<file path="src/rtl/fp_addsub_pipe.sv">
// Pipelined floating-point add/subtract with round-to-nearest-even, flush-to-zero and exception flags.
// Five register ranks (capture, classify, align, add/normalise, round/pack); one global stall enable.
module fp_addsub_pipe #(
  parameter int EXP_W = 8,
  parameter int MAN_W = 23
) (
  input  logic                 clock,
  input  logic                 reset,
  input  logic                 in_valid,
  output logic                 in_ready,
  input  logic [EXP_W+MAN_W:0] a,
  input  logic [EXP_W+MAN_W:0] b,
  input  logic                 sub,
  output logic                 out_valid,
  input  logic                 out_ready,
  output logic [EXP_W+MAN_W:0] result,
  output logic [3:0]           flags
);
  localparam int DW = EXP_W + MAN_W + 1;
  localparam int W  = MAN_W + 1;
  localparam int FW = W + 3;
  localparam int LW = $clog2(FW + 1);
  localparam int XW = ((EXP_W > LW) ? EXP_W : LW) + 2;
  localparam logic [EXP_W-1:0] EMAX = '1;
  localparam logic [DW-1:0]    QNAN = {1'b0, EMAX, 1'b1, {(MAN_W-1){1'b0}}};

  logic          w_en;
  logic          r_out_vld;
  logic [DW-1:0] r_result;
  logic [3:0]    r_flags;

  assign w_en      = !r_out_vld || out_ready;
  assign in_ready  = w_en;
  assign out_valid = r_out_vld;
  assign result    = r_result;
  assign flags     = r_flags;

  // Rank 0: operand capture
  logic          r0_vld, r0_sub;
  logic [DW-1:0] r0_a, r0_b;

  always_ff @(posedge clock or posedge reset) begin
    if (reset) begin
      r0_vld <= 1'b0;
      r0_sub <= 1'b0;
      r0_a   <= '0;
      r0_b   <= '0;
    end else if (w_en) begin
      r0_vld <= in_valid;
      r0_sub <= sub;
      r0_a   <= a;
      r0_b   <= b;
    end
  end

  // Stage 1: unpack, classify, resolve specials, order by magnitude
  logic             w1_sa, w1_sb, w1_snan, w1_swap;
  logic [EXP_W-1:0] w1_ea, w1_eb;
  logic [MAN_W-1:0] w1_fa, w1_fb;
  logic             w1_nan_a, w1_nan_b, w1_inf_a, w1_inf_b, w1_zero_a, w1_zero_b;
  logic [W-1:0]     w1_ma, w1_mb;
  logic             w1_spc;
  logic [DW-1:0]    w1_spc_res;
  logic [3:0]       w1_spc_flg;

  assign w1_sa     = r0_a[DW-1];
  assign w1_sb     = r0_b[DW-1] ^ r0_sub;
  assign w1_ea     = r0_a[DW-2:MAN_W];
  assign w1_eb     = r0_b[DW-2:MAN_W];
  assign w1_fa     = r0_a[MAN_W-1:0];
  assign w1_fb     = r0_b[MAN_W-1:0];
  assign w1_nan_a  = (w1_ea == EMAX) && (w1_fa != '0);
  assign w1_nan_b  = (w1_eb == EMAX) && (w1_fb != '0);
  assign w1_inf_a  = (w1_ea == EMAX) && (w1_fa == '0);
  assign w1_inf_b  = (w1_eb == EMAX) && (w1_fb == '0);
  assign w1_zero_a = (w1_ea == '0);
  assign w1_zero_b = (w1_eb == '0);
  assign w1_snan   = (w1_nan_a && !w1_fa[MAN_W-1]) || (w1_nan_b && !w1_fb[MAN_W-1]);
  assign w1_swap   = {w1_eb, w1_fb} > {w1_ea, w1_fa};
  assign w1_ma     = w1_zero_a ? '0 : {1'b1, w1_fa};
  assign w1_mb     = w1_zero_b ? '0 : {1'b1, w1_fb};

  always_comb begin
    w1_spc     = 1'b1;
    w1_spc_res = QNAN;
    w1_spc_flg = 4'b0000;
    if (w1_nan_a || w1_nan_b) begin
      w1_spc_flg = {w1_snan, 3'b000};
    end else if (w1_inf_a && w1_inf_b) begin
      if (w1_sa != w1_sb) w1_spc_flg = 4'b1000;
      else                w1_spc_res = {w1_sa, EMAX, {MAN_W{1'b0}}};
    end else if (w1_inf_a) begin
      w1_spc_res = {w1_sa, EMAX, {MAN_W{1'b0}}};
    end else if (w1_inf_b) begin
      w1_spc_res = {w1_sb, EMAX, {MAN_W{1'b0}}};
    end else if (w1_zero_a && w1_zero_b) begin
      // Both zero never reaches the adder: only (-0)+(-0) keeps its sign
      w1_spc_res = {w1_sa & w1_sb, {(DW-1){1'b0}}};
    end else begin
      w1_spc     = 1'b0;
      w1_spc_res = '0;
    end
  end

  logic             r1_vld, r1_sx, r1_esub, r1_spc;
  logic [EXP_W-1:0] r1_ex, r1_d;
  logic [W-1:0]     r1_mx, r1_my;
  logic [DW-1:0]    r1_spc_res;
  logic [3:0]       r1_spc_flg;

  always_ff @(posedge clock or posedge reset) begin
    if (reset) begin
      r1_vld     <= 1'b0;
      r1_sx      <= 1'b0;
      r1_esub    <= 1'b0;
      r1_spc     <= 1'b0;
      r1_ex      <= '0;
      r1_d       <= '0;
      r1_mx      <= '0;
      r1_my      <= '0;
      r1_spc_res <= '0;
      r1_spc_flg <= '0;
    end else if (w_en) begin
      r1_vld     <= r0_vld;
      r1_sx      <= w1_swap ? w1_sb : w1_sa;
      r1_esub    <= w1_sa ^ w1_sb;
      r1_spc     <= w1_spc;
      r1_ex      <= w1_swap ? w1_eb : w1_ea;
      r1_d       <= w1_swap ? (w1_eb - w1_ea) : (w1_ea - w1_eb);
      r1_mx      <= w1_swap ? w1_mb : w1_ma;
      r1_my      <= w1_swap ? w1_ma : w1_mb;
      r1_spc_res <= w1_spc_res;
      r1_spc_flg <= w1_spc_flg;
    end
  end

  // Stage 2: align the smaller operand into a guard/round/sticky field
  logic [2*FW-1:0] w2_wide;
  logic            w2_far;
  logic [FW-1:0]   w2_my;

  assign w2_wide = {r1_my, 3'b000, {FW{1'b0}}} >> r1_d;
  assign w2_far  = 32'(r1_d) >= FW;
  assign w2_my   = w2_far ? {{(FW-1){1'b0}}, |r1_my}
                          : (w2_wide[2*FW-1:FW] | {{(FW-1){1'b0}}, |w2_wide[FW-1:0]});

  logic             r2_vld, r2_sx, r2_esub, r2_spc;
  logic [EXP_W-1:0] r2_ex;
  logic [FW-1:0]    r2_mx, r2_my;
  logic [DW-1:0]    r2_spc_res;
  logic [3:0]       r2_spc_flg;

  always_ff @(posedge clock or posedge reset) begin
    if (reset) begin
      r2_vld     <= 1'b0;
      r2_sx      <= 1'b0;
      r2_esub    <= 1'b0;
      r2_spc     <= 1'b0;
      r2_ex      <= '0;
      r2_mx      <= '0;
      r2_my      <= '0;
      r2_spc_res <= '0;
      r2_spc_flg <= '0;
    end else if (w_en) begin
      r2_vld     <= r1_vld;
      r2_sx      <= r1_sx;
      r2_esub    <= r1_esub;
      r2_spc     <= r1_spc;
      r2_ex      <= r1_ex;
      r2_mx      <= {r1_mx, 3'b000};
      r2_my      <= w2_my;
      r2_spc_res <= r1_spc_res;
      r2_spc_flg <= r1_spc_flg;
    end
  end

  // Stage 3: magnitude add/subtract (X >= Y so never negative), then normalise
  logic [FW:0]    w3_sum;
  logic [LW-1:0]  w3_lzc;
  logic [FW-1:0]  w3_norm;
  logic [XW-1:0]  w3_exp, w3_ex_ext;

  assign w3_sum    = r2_esub ? ({1'b0, r2_mx} - {1'b0, r2_my}) : ({1'b0, r2_mx} + {1'b0, r2_my});
  assign w3_ex_ext = {{(XW-EXP_W){1'b0}}, r2_ex};

  always_comb begin
    w3_lzc = LW'(FW);
    for (int i = 0; i < FW; i++) begin
      if (w3_sum[i]) w3_lzc = LW'(FW - 1 - i);
    end
  end

  always_comb begin
    if (w3_sum[FW]) begin
      w3_norm = {w3_sum[FW:2], |w3_sum[1:0]};
      w3_exp  = w3_ex_ext + {{(XW-1){1'b0}}, 1'b1};
    end else begin
      w3_norm = w3_sum[FW-1:0] << w3_lzc;
      w3_exp  = w3_ex_ext - {{(XW-LW){1'b0}}, w3_lzc};
    end
  end

  logic             r3_vld, r3_sx, r3_zero, r3_spc;
  logic [XW-1:0]    r3_exp;
  logic [FW-1:0]    r3_norm;
  logic [DW-1:0]    r3_spc_res;
  logic [3:0]       r3_spc_flg;

  always_ff @(posedge clock or posedge reset) begin
    if (reset) begin
      r3_vld     <= 1'b0;
      r3_sx      <= 1'b0;
      r3_zero    <= 1'b0;
      r3_spc     <= 1'b0;
      r3_exp     <= '0;
      r3_norm    <= '0;
      r3_spc_res <= '0;
      r3_spc_flg <= '0;
    end else if (w_en) begin
      r3_vld     <= r2_vld;
      r3_sx      <= r2_sx;
      r3_zero    <= (w3_sum == '0);
      r3_spc     <= r2_spc;
      r3_exp     <= w3_exp;
      r3_norm    <= w3_norm;
      r3_spc_res <= r2_spc_res;
      r3_spc_flg <= r2_spc_flg;
    end
  end

  // Stage 4: round to nearest even on G/R/S, range check, pack
  logic          w4_up, w4_inx, w4_uf, w4_of;
  logic [W:0]    w4_mant;
  logic [XW-1:0] w4_exp;
  logic [MAN_W-1:0] w4_frac;
  logic [DW-1:0] w4_res;
  logic [3:0]    w4_flg;

  assign w4_up   = r3_norm[2] && (r3_norm[1] || r3_norm[0] || r3_norm[3]);
  assign w4_inx  = |r3_norm[2:0];
  assign w4_mant = {1'b0, r3_norm[FW-1:3]} + {{W{1'b0}}, w4_up};
  assign w4_exp  = r3_exp + {{(XW-1){1'b0}}, w4_mant[W]};
  assign w4_frac = w4_mant[W] ? w4_mant[MAN_W:1] : w4_mant[MAN_W-1:0];
  assign w4_uf   = r3_exp[XW-1] || (r3_exp == '0);
  assign w4_of   = w4_exp >= {{(XW-EXP_W){1'b0}}, EMAX};

  always_comb begin
    w4_res = {r3_sx, w4_exp[EXP_W-1:0], w4_frac};
    w4_flg = {3'b000, w4_inx};
    if (r3_spc) begin
      w4_res = r3_spc_res;
      w4_flg = r3_spc_flg;
    end else if (r3_zero) begin
      w4_res = '0;
      w4_flg = 4'b0000;
    end else if (w4_uf) begin
      w4_res = {r3_sx, {(DW-1){1'b0}}};
      w4_flg = 4'b0011;
    end else if (w4_of) begin
      w4_res = {r3_sx, EMAX, {MAN_W{1'b0}}};
      w4_flg = 4'b0101;
    end
  end

  always_ff @(posedge clock or posedge reset) begin
    if (reset) begin
      r_out_vld <= 1'b0;
      r_result  <= '0;
      r_flags   <= '0;
    end else if (w_en) begin
      r_out_vld <= r3_vld;
      r_result  <= w4_res;
      r_flags   <= w4_flg;
    end
  end

endmodule
</file>
<file path="config.mk">
export PLATFORM = sky130hd
export DESIGN_NAME = fp_addsub_pipe
export DESIGN_NICKNAME = d
export VERILOG_FILES = /design/src/rtl/fp_addsub_pipe.sv
export SDC_FILE = /design/constraint.sdc
export NUM_CORES = 1
export LEC_CHECK = 0
export CORE_ASPECT_RATIO = 1.25
export CORE_MARGIN = 2
export CORE_UTILIZATION = 40
export CTS_BUF_LIST = sky130_fd_sc_hd__clkbuf_4 sky130_fd_sc_hd__clkbuf_8
export DETAILED_ROUTE_END_ITERATION = 6
export SKIP_LAST_GASP = 1
export SLEW_MARGIN = 15
export SYNTH_ARGS = -nofsm -noshare
export SYNTH_HDL_FRONTEND = slang
export SYNTH_SLANG_ARGS = --single-unit
</file>
<file path="constraint.sdc">
create_clock -name clock -period 25.2 [get_ports clock]
set_input_delay 7.56 -clock clock [delete_from_list [all_inputs] [get_ports clock]]
set_output_delay 7.56 -clock clock [all_outputs]
set_load 0.01 [all_outputs]
</file>
==> images/ff_map.png <==
Scale: 1.5 px per um.
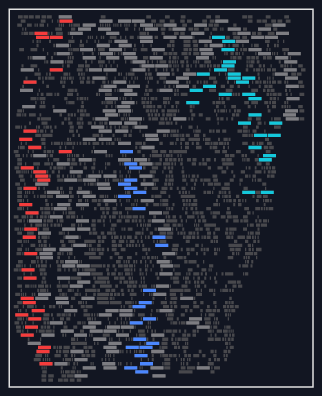
colour	signal	sequential cells
blue	r2_mx	24
cyan	r3_norm	27
red	r0_b	32
not coloured	204

==> images/m3.png <==
Scale: 1 px per um. Cells faint in the background.
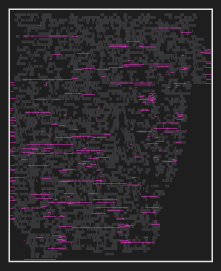
nets with wire on the layer	182
longest straight run	52.2 um
share of all routed wire	3.8%
wire length on this layer	2150 um

==> images/sizing.png <==
Scale: 1.5 px per um.
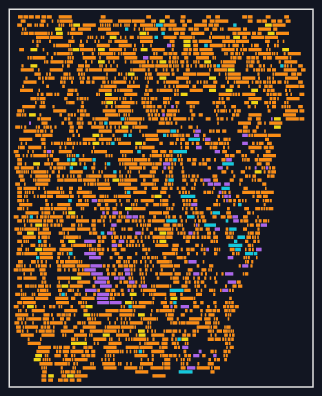
colour	size	cells	share
purple	x2	83	3.5%
yellow	x6 and larger	69	2.9%
orange	x1 and smaller	2168	91%
cyan	x3 and x4	58	2.4%
setup ws final: 8390 ps
final instance area: 22100 sq um

==> flow_summary.json <==
{
  "use_met1": 0.270,
  "clock_latency_ps": 620,
  "path_depth": 4,
  "p_sw_w": 0.00182,
  "drtAntennaViolNets": 0,
  "switching_share": 0.495,
  "ir_drop_v": 0.0000801,
  "hold_violations": 0,
  "io_pins": 107,
  "rsz0062_at_grt": "no",
  "setup_viol": 0,
  "ys_top_cells_by_area": "dfrtp_1, nand2_1, ha_1",
  "hp-start": "r3_vld$_DFFE_PP0P_",
  "drc": 0,
  "yosysUniqueCellTypes": 102,
  "postCtsHoldBufs": 0,
  "fin_crit_ps": 16810,
  "grtUsageTotal": 0.225,
  "comb_power_share": 0.642,
  "start_kind": "primary input",
  "totalWireLength_um": 57200,
  "max_stage_delay_ps": 660,
  "worst_r2r_path_depth": 22,
  "warnings": 66,
  "critPathRequiredTime_ps": 17640,
  "wire_per_inst_um": 18.9,
  "seq_power_w": 0.000861,
  "synthXorXnorAreaFrac": 0.0321,
  "cp_max_fo": 107,
  "clockRootBuffer": "clkbuf_8",
  "firstDrtPassIters": 5,
  "r2r_setup_slack_ps": 18980,
  "ff_type": "dfrtp_1",
  "whs_ps": 460,
  "worst_r2r_endpoint": "r3_exp[8]$_DFFE_PP0P_",
  "wl_met3_um": 2150,
  "status": "finished clean",
  "critPathBufInv": 3,
  "met3_usage": 0.0292,
  "maxClockFrequency_mhz": 59.5,
  "drive_gt1_frac": 0.0883,
  "cts.sinks": 287,
  "viasPerCell": 5.64,
  "grt_pass1_wl_um": 91900,
  "worstPathCellList": "clkdlybuf4s50_1 -> nor2b_4 -> inv_8 -> clkdlybuf4s50_1",
  "synth.cell_area_sq_um": 19500,
  "wl_met2_um": 28100,
  "cp-endpoint": "in_ready",
  "synthCells": 2298,
  "p_total_w": 0.00368,
  "max_cap_violations": 0,
  "placed_area_sq_um": 21000,
  "ys_seq_elements": 287,
  "pre_cts_slack_ps": 8380,
  "dp_hpwl_um": 42300,
  "min_path_cells": 2,
  "wl_met1_um": 23700,
  "setup_tns_ps": 0,
  "clkPwrFrac": 0.123,
  "htree_levels": 2,
  "yosys.area_share.adder": 0.0664
}
==> images/class_map.png <==
Scale: 2 px per um.
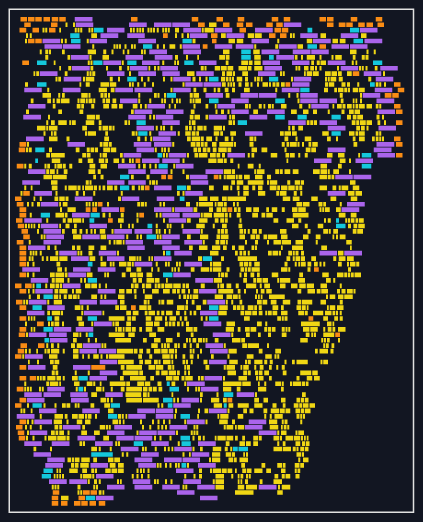
colour	class	cells	share of their area
cyan	clock drivers and dummy loads	87	5.0%
yellow	remaining logic cells	1876	55%
orange	remaining buffers and delay cells	128	5.8%
purple	registers	287	34%
core box area: 48200 sq um
Seq/total area: 0.325
Core Rows: 90
post-layout util: 0.459

==> images/placed.png <==
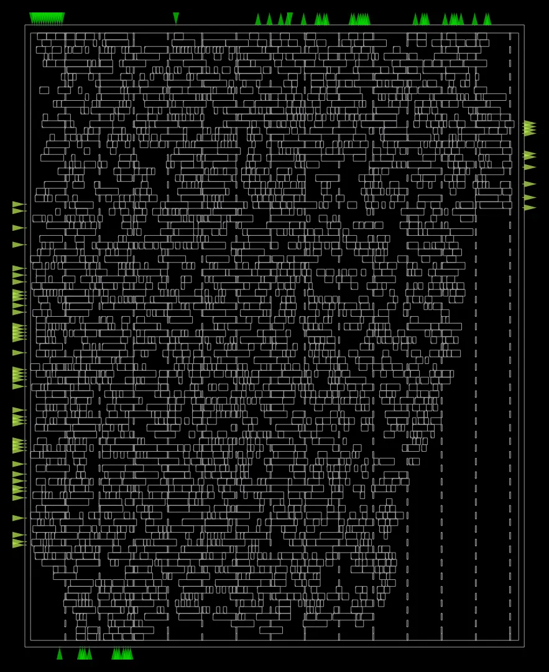
Tapcells: 644
fin cells: 3023
Flop Count: 287
fill count: 4934

## cell type report
class                           count  area (sq um)
Fill cell                        4934         26100
Multi-Input combinational cell   1769         11400
Sequential cell                   287          7180
Timing Repair Buffer              128          1240
Clock buffer                       79          1000
Tap cell                          644           806
Inverter                          107           419
Clock inverter                      8          72.6
Antenna cell                        1          2.50
## cells in the final DEF, fill, tap and decap left out, drive strengths merged, types with 28 or more instances in the layout
cell,n
clkbuf,79
o22ai,29
nor2,227
nand3,44
nor3,35
nand4,28
inv,107
a21o,28
nand2,419
nand2b,33
ha,97
mux2,34
a31oi,28
nor4,30
clkdlybuf4s50,106
mux2i,69
a21oi,111
o21ai,154
xnor2,44
a221oi,57
dfrtp,287
